$ cat src/rtl/keypad_scanner_4x4.sv
// 4x4 matrix keypad scanner: drives one row low at a time, classifies each
// full scan frame, debounces presses/releases and keeps the last four keys.
module keypad_scanner_4x4 #(
    parameter int SCAN_DIV = 1000,
    parameter int DEBOUNCE = 4
) (
    input  logic        clk,
    input  logic        rst,
    input  logic [3:0]  col,
    output logic [3:0]  row,
    output logic [3:0]  key,
    output logic        key_valid,
    output logic        key_held,
    output logic [15:0] digits
);
    localparam int DW = (SCAN_DIV > 1) ? $clog2(SCAN_DIV) : 1;

    typedef enum logic [1:0] {IDLE, PRESS_DB, PRESSED, RELEASE_DB} state_t;

    logic [3:0]    col_meta_reg, col_sync_reg;
    logic [DW-1:0] div_reg;
    logic [1:0]    row_idx_reg;
    logic [1:0]    hits_reg;
    logic [3:0]    code_reg;
    state_t        state_reg, state_next;
    logic [3:0]    count_reg, count_next;
    logic [3:0]    cand_reg, cand_next;
    logic [3:0]    key_reg;
    logic          key_valid_reg, key_held_reg;
    logic [15:0]   digits_reg;

    logic          slot_end, frame_end;
    logic [2:0]    row_hits;
    logic [1:0]    hit_col;
    logic [1:0]    hits_total;
    logic [3:0]    code_total;
    logic          accept, release_key;

    function automatic logic [3:0] key_code(input logic [1:0] r, input logic [1:0] c);
        case ({r, c})
            4'h0: key_code = 4'h1;  4'h1: key_code = 4'h2;
            4'h2: key_code = 4'h3;  4'h3: key_code = 4'hA;
            4'h4: key_code = 4'h4;  4'h5: key_code = 4'h5;
            4'h6: key_code = 4'h6;  4'h7: key_code = 4'hB;
            4'h8: key_code = 4'h7;  4'h9: key_code = 4'h8;
            4'hA: key_code = 4'h9;  4'hB: key_code = 4'hC;
            4'hC: key_code = 4'hE;  4'hD: key_code = 4'h0;
            4'hE: key_code = 4'hF;  default: key_code = 4'hD;
        endcase
    endfunction

    generate
        for (genvar gi = 0; gi < 4; gi++) begin : g_row
            assign row[gi] = (row_idx_reg != 2'(gi));
        end
    endgenerate

    assign key       = key_reg;
    assign key_valid = key_valid_reg;
    assign key_held  = key_held_reg;
    assign digits    = digits_reg;

    assign slot_end  = (div_reg == DW'(SCAN_DIV - 1));
    assign frame_end = slot_end && (row_idx_reg == 2'd3);

    // Per-slot column hits merged into the running frame tally (saturates at 2 = MULTI).
    always_comb begin
        row_hits = 3'd0;
        hit_col  = 2'd0;
        for (int c = 0; c < 4; c++) begin
            if (!col_sync_reg[c]) begin
                row_hits = row_hits + 3'd1;
                hit_col  = 2'(c);
            end
        end
        if (hits_reg == 2'd2 || row_hits >= 3'd2 || (hits_reg == 2'd1 && row_hits == 3'd1))
            hits_total = 2'd2;
        else
            hits_total = hits_reg + row_hits[1:0];
        code_total = (row_hits == 3'd1) ? key_code(row_idx_reg, hit_col) : code_reg;
    end

    always_ff @(posedge clk or posedge rst) begin
        if (rst) begin
            col_meta_reg <= 4'hF;
            col_sync_reg <= 4'hF;
            div_reg      <= '0;
            row_idx_reg  <= 2'd0;
            hits_reg     <= 2'd0;
            code_reg     <= 4'h0;
        end else begin
            col_meta_reg <= col;
            col_sync_reg <= col_meta_reg;
            if (slot_end) begin
                div_reg     <= '0;
                row_idx_reg <= row_idx_reg + 2'd1;
                hits_reg    <= frame_end ? 2'd0 : hits_total;
                code_reg    <= frame_end ? 4'h0 : code_total;
            end else begin
                div_reg <= div_reg + DW'(1);
            end
        end
    end

    always_comb begin
        state_next  = state_reg;
        count_next  = count_reg;
        cand_next   = cand_reg;
        accept      = 1'b0;
        release_key = 1'b0;
        if (frame_end) begin
            case (state_reg)
                IDLE: begin
                    if (hits_total == 2'd1) begin
                        cand_next  = code_total;
                        count_next = 4'd1;
                        if (DEBOUNCE == 1) begin
                            state_next = PRESSED;
                            accept     = 1'b1;
                        end else begin
                            state_next = PRESS_DB;
                        end
                    end
                end
                PRESS_DB: begin
                    if (hits_total == 2'd1) begin
                        if (code_total == cand_reg) begin
                            count_next = count_reg + 4'd1;
                            if (count_reg + 4'd1 == 4'(DEBOUNCE)) begin
                                state_next = PRESSED;
                                accept     = 1'b1;
                            end
                        end else begin
                            cand_next  = code_total;
                            count_next = 4'd1;
                        end
                    end else begin
                        state_next = IDLE;
                    end
                end
                PRESSED: begin
                    if (hits_total == 2'd0) begin
                        count_next = 4'd1;
                        if (DEBOUNCE == 1) begin
                            state_next  = IDLE;
                            release_key = 1'b1;
                        end else begin
                            state_next = RELEASE_DB;
                        end
                    end
                end
                default: begin
                    if (hits_total == 2'd0) begin
                        count_next = count_reg + 4'd1;
                        if (count_reg + 4'd1 == 4'(DEBOUNCE)) begin
                            state_next  = IDLE;
                            release_key = 1'b1;
                        end
                    end else begin
                        state_next = PRESSED;
                    end
                end
            endcase
        end
    end

    always_ff @(posedge clk or posedge rst) begin
        if (rst) begin
            state_reg     <= IDLE;
            count_reg     <= 4'd0;
            cand_reg      <= 4'h0;
            key_reg       <= 4'h0;
            key_valid_reg <= 1'b0;
            key_held_reg  <= 1'b0;
            digits_reg    <= 16'h0000;
        end else begin
            state_reg     <= state_next;
            count_reg     <= count_next;
            cand_reg      <= cand_next;
            key_valid_reg <= accept;
            if (accept) begin
                key_reg      <= code_total;
                key_held_reg <= 1'b1;
                digits_reg   <= {digits_reg[11:0], code_total};
            end else if (release_key) begin
                key_held_reg <= 1'b0;
            end
        end
    end
endmodule

$ cat config.mk
export PLATFORM = sky130hd
export DESIGN_NAME = keypad_scanner_4x4
export DESIGN_NICKNAME = d
export VERILOG_FILES = /design/src/rtl/keypad_scanner_4x4.sv
export SDC_FILE = /design/constraint.sdc
export NUM_CORES = 1
export LEC_CHECK = 0
export CORE_MARGIN = 10
export CORE_UTILIZATION = 50
export CTS_BUF_LIST = sky130_fd_sc_hd__clkbuf_4
export CTS_CLUSTER_SIZE = 30
export DETAILED_ROUTE_END_ITERATION = 12
export GPL_ROUTABILITY_DRIVEN = 0
export GPL_TIMING_DRIVEN = 0
export HOLD_SLACK_MARGIN = 0.05
export PLACE_DENSITY = 0.72
export RECOVER_POWER = 25
export SYNTH_ARGS = -nofsm -noshare
export SYNTH_HDL_FRONTEND = slang
export SYNTH_SLANG_ARGS = --single-unit
$ cat constraint.sdc
create_clock -name clk -period 5.2 [get_ports clk]
set_input_delay 0.78 -clock clk [delete_from_list [all_inputs] [get_ports clk]]
set_output_delay 0.78 -clock clk [all_outputs]
set_load 0.005 [all_outputs]
Figure 1. Routed metal per tile.
(4 px per µm) 20 x 20 tiles, from dark purple (low) to yellow (high), scaled to the fullest tile. Values are wire area over tile area, all layers added.
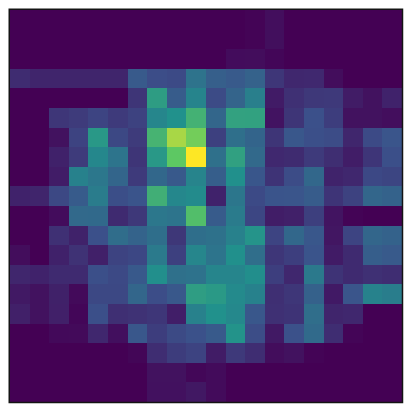
fullest tile = 0.56
mean over tiles = 0.091
densest ninth of the die = centre

Figure 2. Clock routing.
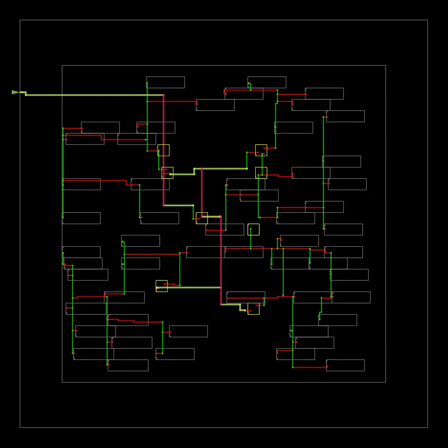
Inserted Clock Buffers: 5
clock network power: 195 µW

Figure 3. Placed cells, one colour a class.
(4 px per µm)
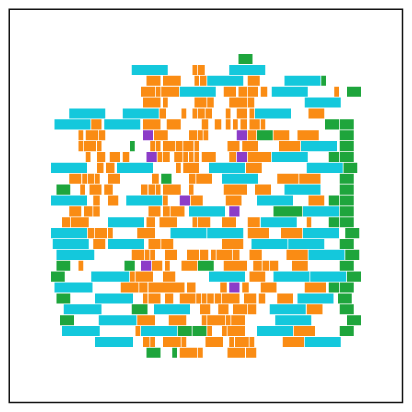
cyan -> registers  # cells 54, share of their area 40%
green -> remaining buffers and delay cells  # cells 44, share of their area 12%
purple -> clock drivers and dummy loads  # cells 8, share of their area 1.8%
orange -> remaining logic cells  # cells 204, share of their area 46%

==> metrics.csv <==
metric;value;unit
Seq pwr share;0.601;
Post-synth EDFFs;0;
H-tree depth;2;
actual slew at the worst max-slew pin;2.18;ns
top cells by count;dfrtp_1, nor2_1, ha_1, inv_1, nand2_1;
Final Core Density;0.592;
Main synth FF type;dfrtp_1;
top routing layer in use;met4;
max cap viols;1;
Critical-path top delay cell;a2111oi_1;
layer with the highest usage;met2;
filler cell count in the final layout;521;
tapcell count;75;
largest net degree at the start of global routing;43;
Total Negative Setup Slacks;0;ns
Final nets;334;
stages on the worst setup path;13;
DP Worst Slack;1.11;ns
violated checks;max-capacitance violations, max-slew violations;
clock group share of total power;0.275;
final setup fails;0;
Peak Freq;242;MHz
Non-clk invs;19;
worst hold path class;flop to flop;
Worst Hold Depth;0;
initial antenna violation count;0;
status;finished with violations;
and+or+nand+nor area frac;0.137;
Flop area;1360;µm²
ys async rst share;1.00;
global-route wire length before repair;9520;µm
hold_sp;col_meta_reg[3]$_DFF_PP1_;
YS chip area;3040;µm²
R2R setup slack;1.08;ns
vias per cell;5.49;
final-layout clock-cell area share;0.0171;
CTS resizes;0;
iteration tally of the first detailed-router pass;4;
initial DRC count;125;
Switching Share;0.257;
Largest register FFs;13;
diodes inserted;0;
max-slew violation count;43;
Total Power;711;µW
Comb gates;185;
Area Overhead vs Synth;15.4;%
DIE WIDTH;97.9;µm
non-filler instance count after layout;385;
grt total ovfl;0;
flip-flop and latch count after synthesis;54;
CTS sink cnt;54;
hold-fix buffers at CTS;0;
Tcrit/Tclk final;0.793;
die extent in y;97.9;µm
Top Ports;32;
crit path DAT;4.41;ns
Setup crit start;col_sync_reg[0]$_DFF_PP1_;
Adder Area Share;0.0783;
Worst VDD drop;0.000101;V
ys cells;270;
Pint;528;µW
Rows;28;
R2R Path Start;col_sync_reg[0]$_DFF_PP1_;
Clock Latency Late Sink;0.38;ns
Vias;2112;
kind of end point of the critical path;flop;
top area contributor share;0.379;
crit path buf inv count;2;
cell taking the most area after synthesis;dfrtp_1;
Seq cells;54;
final wirelength;5460;µm
cell area after placement;3460;µm²
Clock Tree Buf Depth;2;
bufs w/o clock;44;
Cell Type Count;58;
Figure 4. M3 wires.
(4 px per µm) Cells faint in the background.
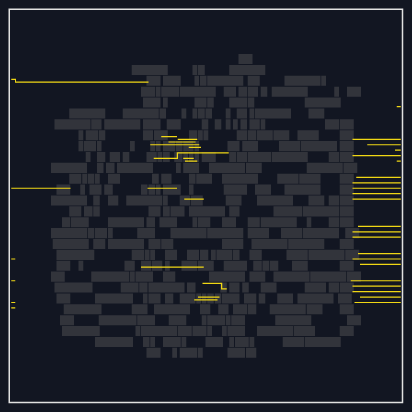
nets with wire on the layer = 38
wire length on this layer = 366 µm
longest straight run = 33.1 µm

Figure 5. Drive-strength map.
(3 px per µm)
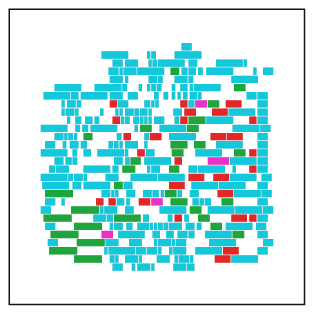
green -> x2  # cells 31
red -> x3 and x4  # cells 28
magenta -> x6 and larger  # cells 4
cyan -> x1 and smaller  # cells 247

Power figures rest on the tool's default switching activity, not on a simulated workload.
